### src/rtl/cic_pkg.sv
`default_nettype none
// +--------------------------------------------------------------------------+
// | cic_pkg : shared state type, counter widths and scale/saturate helper     |
// | Revision : 1.0                                                            |
// +--------------------------------------------------------------------------+
package cic_pkg;

    localparam int CIC_LEN       = 3;
    localparam int CIC_FLUSH_CYC = 4;
    localparam int FLUSH_CNT_W   = $clog2(CIC_FLUSH_CYC + 1);
    localparam int PRIME_CNT_W   = $clog2(CIC_LEN + 1);

    typedef enum logic [1:0] {
        IDLE  = 2'd0,
        FLUSH = 2'd1,
        PRIME = 2'd2,
        RUN   = 2'd3
    } ctrl_state_t;

    typedef struct packed {
        logic        ovf;
        logic [63:0] val;
    } sat_res_t;

    // Arithmetic right shift, then clamp to a signed field of 'width' bits.
    function automatic sat_res_t sat_shift(input logic signed [63:0] value,
                                           input logic [7:0]         shift,
                                           input int                 width);
        logic signed [63:0] t;
        logic signed [63:0] hi;
        logic signed [63:0] lo;
        sat_res_t           r;
        t     = value >>> shift;
        hi    = (64'sd1 <<< (width - 1)) - 64'sd1;
        lo    = -(64'sd1 <<< (width - 1));
        r.ovf = 1'b0;
        r.val = t;
        if (t > hi) begin
            r.ovf = 1'b1;
            r.val = hi;
        end else if (t < lo) begin
            r.ovf = 1'b1;
            r.val = lo;
        end
        return r;
    endfunction

endpackage
`default_nettype wire

### src/rtl/cic_deci_ctrl_out_scale.sv
`default_nettype none
// +--------------------------------------------------------------------------+
// | cic_out_scale : strobe delay, capture, shift/saturate and output regs     |
// | Revision : 1.0                                                            |
// +--------------------------------------------------------------------------+
module cic_out_scale
    import cic_pkg::*;
#(
    parameter int WIDTH    = 16,
    parameter int WIDTH_EX = 18,
    parameter int SHIFT_W  = 6
) (
    input  logic                              clk,
    input  logic                              rst,
    input  logic                              strobe,
    input  logic                              flush,
    input  logic                              clr_sat,
    input  logic [SHIFT_W-1:0]                shift,
    input  logic signed [WIDTH+WIDTH_EX-1:0]  cic_dout,
    output logic signed [WIDTH-1:0]           dout,
    output logic                              dout_valid,
    output logic                              sat
);

    logic               s1;
    logic               fire;
    logic signed [63:0] dout_ext;
    sat_res_t           res;
    logic               unused_hi;

    // The datapath output settles one cycle after its strobe, so capture on s1.
    always_comb begin
        dout_ext  = 64'(cic_dout);
        res       = sat_shift(dout_ext, 8'(shift), WIDTH);
        fire      = s1 & ~flush;
        unused_hi = ^res.val[63:WIDTH];
    end

    always_ff @(posedge clk or negedge rst) begin
        if (!rst) begin
            s1         <= 1'b0;
            dout       <= '0;
            dout_valid <= 1'b0;
            sat        <= 1'b0;
        end else begin
            s1         <= strobe & ~flush;
            dout_valid <= fire;
            if (fire) begin
                dout <= res.val[WIDTH-1:0];
            end
            if (clr_sat) begin
                sat <= 1'b0;
            end else if (fire && res.ovf) begin
                sat <= 1'b1;
            end
        end
    end

endmodule
`default_nettype wire

### src/rtl/cic_deci_ctrl.sv
`default_nettype none
// +--------------------------------------------------------------------------+
// | cic_deci_ctrl : config handshake, flush/prime sequencing and output scale |
// | Revision : 1.0                                                            |
// +--------------------------------------------------------------------------+
module cic_deci_ctrl
    import cic_pkg::*;
#(
    parameter int MAX_RATE  = 64,
    parameter int LEN       = CIC_LEN,
    parameter int WIDTH     = 16,
    parameter int WIDTH_EX  = 18,
    parameter int FLUSH_CYC = CIC_FLUSH_CYC,
    parameter int DEF_RATE  = 8,
    parameter int DEF_SHIFT = 9
) (
    input  logic                                 clk,
    input  logic                                 rst,
    input  logic                                 en,
    input  logic                                 in_cke,
    input  logic                                 cfg_valid,
    output logic                                 cfg_ready,
    input  logic [$clog2(MAX_RATE):0]            cfg_rate,
    input  logic [$clog2(WIDTH+WIDTH_EX)-1:0]    cfg_shift,
    output logic                                 cfg_err,
    output logic                                 cic_rst,
    output logic                                 cic_cke,
    output logic [$clog2(MAX_RATE):0]            cic_rate,
    input  logic                                 cic_cke_out,
    input  logic signed [WIDTH+WIDTH_EX-1:0]     cic_dout,
    output logic signed [WIDTH-1:0]              dout,
    output logic                                 dout_valid,
    output logic                                 sat,
    output logic                                 busy
);

    localparam int RATE_W  = $clog2(MAX_RATE) + 1;
    localparam int SHIFT_W = $clog2(WIDTH + WIDTH_EX);

    ctrl_state_t            state;
    ctrl_state_t            state_nxt;
    logic [FLUSH_CNT_W-1:0] flush_cnt;
    logic [FLUSH_CNT_W-1:0] flush_cnt_nxt;
    logic [PRIME_CNT_W-1:0] prime_cnt;
    logic [PRIME_CNT_W-1:0] prime_cnt_nxt;
    logic [SHIFT_W-1:0]     shift;
    logic                   xfer;
    logic                   cfg_bad;
    logic                   cfg_load;
    logic                   take;
    logic                   flush;

    always_comb begin
        xfer     = cfg_valid & cfg_ready;
        cfg_bad  = (cfg_rate == '0) || (cfg_rate > RATE_W'(MAX_RATE));
        cfg_load = xfer & ~cfg_bad;
        take     = cic_cke_out & en & (state == RUN) & ~cfg_load;
        flush    = ~en | cfg_load | (state != RUN);
    end

    always_comb begin
        state_nxt     = state;
        flush_cnt_nxt = '0;
        prime_cnt_nxt = prime_cnt;
        cic_rst       = 1'b1;
        cic_cke       = 1'b0;
        busy          = 1'b0;
        cfg_ready     = 1'b1;
        case (state)
            IDLE: begin
                state_nxt = FLUSH;
            end
            FLUSH: begin
                busy      = 1'b1;
                cfg_ready = 1'b0;
                if (flush_cnt == FLUSH_CNT_W'(FLUSH_CYC - 1)) begin
                    state_nxt = PRIME;
                end else begin
                    flush_cnt_nxt = flush_cnt + 1'b1;
                end
            end
            PRIME: begin
                cic_rst = 1'b0;
                cic_cke = in_cke;
                busy    = 1'b1;
                if (cic_cke_out) begin
                    if (prime_cnt == PRIME_CNT_W'(LEN - 1)) begin
                        state_nxt = RUN;
                    end else begin
                        prime_cnt_nxt = prime_cnt + 1'b1;
                    end
                end
            end
            RUN: begin
                cic_rst = 1'b0;
                cic_cke = in_cke;
            end
            default: begin
                state_nxt = IDLE;
            end
        endcase
        // Disable beats a restart; a legal config always re-flushes the datapath.
        if (!en) begin
            state_nxt = IDLE;
        end else if (cfg_load) begin
            state_nxt = FLUSH;
        end
        if (state_nxt != state) begin
            flush_cnt_nxt = '0;
            prime_cnt_nxt = '0;
        end
    end

    always_ff @(posedge clk or negedge rst) begin
        if (!rst) begin
            state     <= IDLE;
            flush_cnt <= '0;
            prime_cnt <= '0;
            cic_rate  <= RATE_W'(DEF_RATE);
            shift     <= SHIFT_W'(DEF_SHIFT);
            cfg_err   <= 1'b0;
        end else begin
            state     <= state_nxt;
            flush_cnt <= flush_cnt_nxt;
            prime_cnt <= prime_cnt_nxt;
            cfg_err   <= xfer & cfg_bad;
            if (cfg_load) begin
                cic_rate <= cfg_rate;
                shift    <= cfg_shift;
            end
        end
    end

    cic_out_scale #(
        .WIDTH    (WIDTH),
        .WIDTH_EX (WIDTH_EX),
        .SHIFT_W  (SHIFT_W)
    ) u_scale (
        .clk        (clk),
        .rst        (rst),
        .strobe     (take),
        .flush      (flush),
        .clr_sat    (cfg_load),
        .shift      (shift),
        .cic_dout   (cic_dout),
        .dout       (dout),
        .dout_valid (dout_valid),
        .sat        (sat)
    );

endmodule
`default_nettype wire

### config.mk
export PLATFORM = sky130hd
export DESIGN_NAME = cic_deci_ctrl
export DESIGN_NICKNAME = d
export VERILOG_FILES = /design/src/rtl/cic_pkg.sv /design/src/rtl/cic_deci_ctrl_out_scale.sv /design/src/rtl/cic_deci_ctrl.sv
export SDC_FILE = /design/constraint.sdc
export NUM_CORES = 1
export LEC_CHECK = 0
export ABC_AREA = 1
export CORE_ASPECT_RATIO = 0.5
export CORE_UTILIZATION = 53
export DETAILED_ROUTE_END_ITERATION = 10
export PLACE_DENSITY = 0.95
export SLEW_MARGIN = 25
export SYNTH_ARGS = -nofsm -noshare
export SYNTH_HDL_FRONTEND = slang
export SYNTH_HIERARCHICAL = 1
export SYNTH_SLANG_ARGS = --single-unit
### constraint.sdc
create_clock -name clk -period 3.35 [get_ports clk]
set_input_delay 0.67 -clock clk [delete_from_list [all_inputs] [get_ports clk]]
set_output_delay 0.67 -clock clk [all_outputs]
set_load 0.02 [all_outputs]
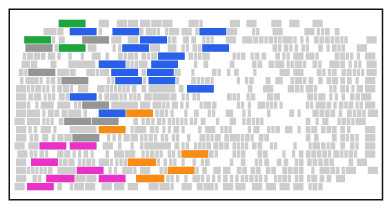
ff_map.png
Scale: 3 px per µm. Other sequential cells in the stronger grey, the rest of the logic in the fainter grey.
| colour | signal | placed flops |
|---|---|---|
| blue | u_scale/dout | 16 |
| magenta | cic_rate | 7 |
| orange | shift | 6 |
| green | flush_cnt | 3 |
not coloured: 8
fraction of area in registers: 20.65%
Sequential Power: 0.000575 W

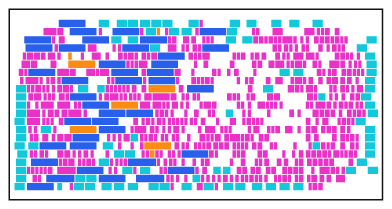
class_map.png
Scale: 3 px per µm.
| colour | class | cells |
|---|---|---|
| blue | registers | 40 |
| magenta | remaining logic cells | 574 |
| cyan | remaining buffers and delay cells | 90 |
| orange | clock drivers and dummy loads | 8 |

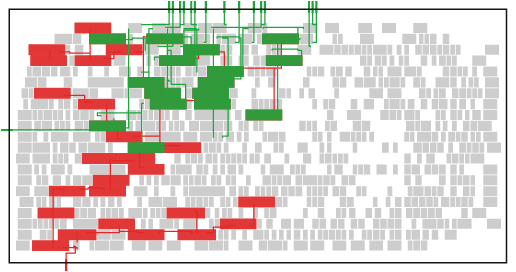
port_trees.png
Scale: 4 px per µm.
| colour | port | direction | edge | end cells | buffers | wire |
|---|---|---|---|---|---|---|
| green | dout | output | 15 top, 1 left | 16 | 16 | 458 µm |
| red | rst | input | bottom | 40 | 1 | 259 µm |

==> reports/metrics.cfg <==
[outcome]
status=complete, no violations

[routing]
dr.max_layer_used=met4
ant_nets=0
wl_met1_um=5282

[worst_setup_path]
endpoint_kind=register
critPathLaunch=shift[0]$_DFFE_PN1P_
rr_worst_depth=15
r2r_start=shift[0]$_DFFE_PN1P_
path_buffers=1
cp.depth=15
critPathKind=register to register
crit_family=simple AND/OR/NAND/NOR gates

[cts]
clk_path_buf_depth=2
ctsResizeCount=0
cts_tree=done
h-tree-depth=2
cts_setup_buffers=0

[grt]
use_met3_pct=3.832
grt_usage_pct=29.91
grt_pass1_wl_um=18570
grt-ovfl-total=0

[synthesis]
yosys_cells=647
synthSimpleGateAreaFrac_pct=48.86
largest_area_cell=dfrtp_1
ys_sh_adder_pct=2.222
top_area_share_pct=23.49
synth_cells=647
ys_top_logic_family=simple AND/OR/NAND/NOR gates

[pwr]
comb_power_share_pct=54.7
intPower_w=0.001221
swShare_pct=46.21
leakage_nw=2.381
p_per_area_nw_per_um2=466.6

[die]
core_um2=6937
die_y_um=62.98
fp_util_pct=56.82

[timing]
worst_pin_slew_ps=872.8
finalHoldViolCount=0

[final_layout]
mi_logic_area_um2=2566
clock_area_share_pct=2.829
sh_comb_area_pct=52.75
insertedDiodeCount=0
final_cell_mix=nand2_1, nand3_1, clkdlybuf4s50_1
fin_nets=771
final_layout_top_logic_cell=nand2_1

[min_path]
worstHoldStart=u_scale/dout[10]$_DFFE_PN0P_

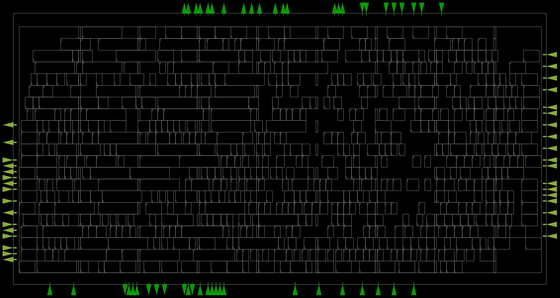
placed.png
final core occ: 70.13%
Filler Cell Count: 605
Site Rows: 21
Flops: 40
Finished Layout Cells: 804

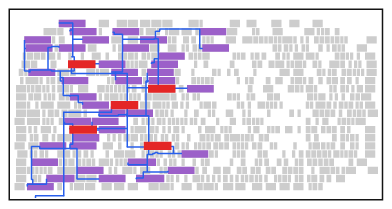
clock_wires.png
Scale: 3 px per µm.
[purple] flip-flops | count: 40
[red] clock-net drivers | count: 5
[blue] clock wires | length: 485 µm
routed clock nets: 6
Clock Skews: 4.304 ps
clock share of power: 19.9%
P_clk: 0.000453 W
clk_lat worst skew: 280 ps

-- metrics by stage --
stage,power (W),setup WS [ps],cell area (µm²),std cells
after floorplan,0.001465,794.5,3941,647
after global placement,0.001780,371.8,4727,796
after detailed placement,0.001781,339.6,4727,796
after CTS,0.002246,593.4,4865,804
after global routing,0.002441,333.4,4865,804
final,0.002270,527.5,4865,804
-- flip-flops by register name, indices dropped and copies added (netlist names) --
signal	flops
cic_rate	7
u_scale/dout	16
prime_cnt	2
u_scale/sat	1
cfg_err	1
flush_cnt	3
state	2
u_scale/dout_valid	1
shift	6
u_scale/s1	1
-- tightest hold or removal path: cells and delay by family, from the launching register on --
family,cells,cell delay (ps)
flip-flops,1,340
AND/OR/NAND/NOR,2,100
Power figures rest on the tool's default switching activity, not on a simulated workload.
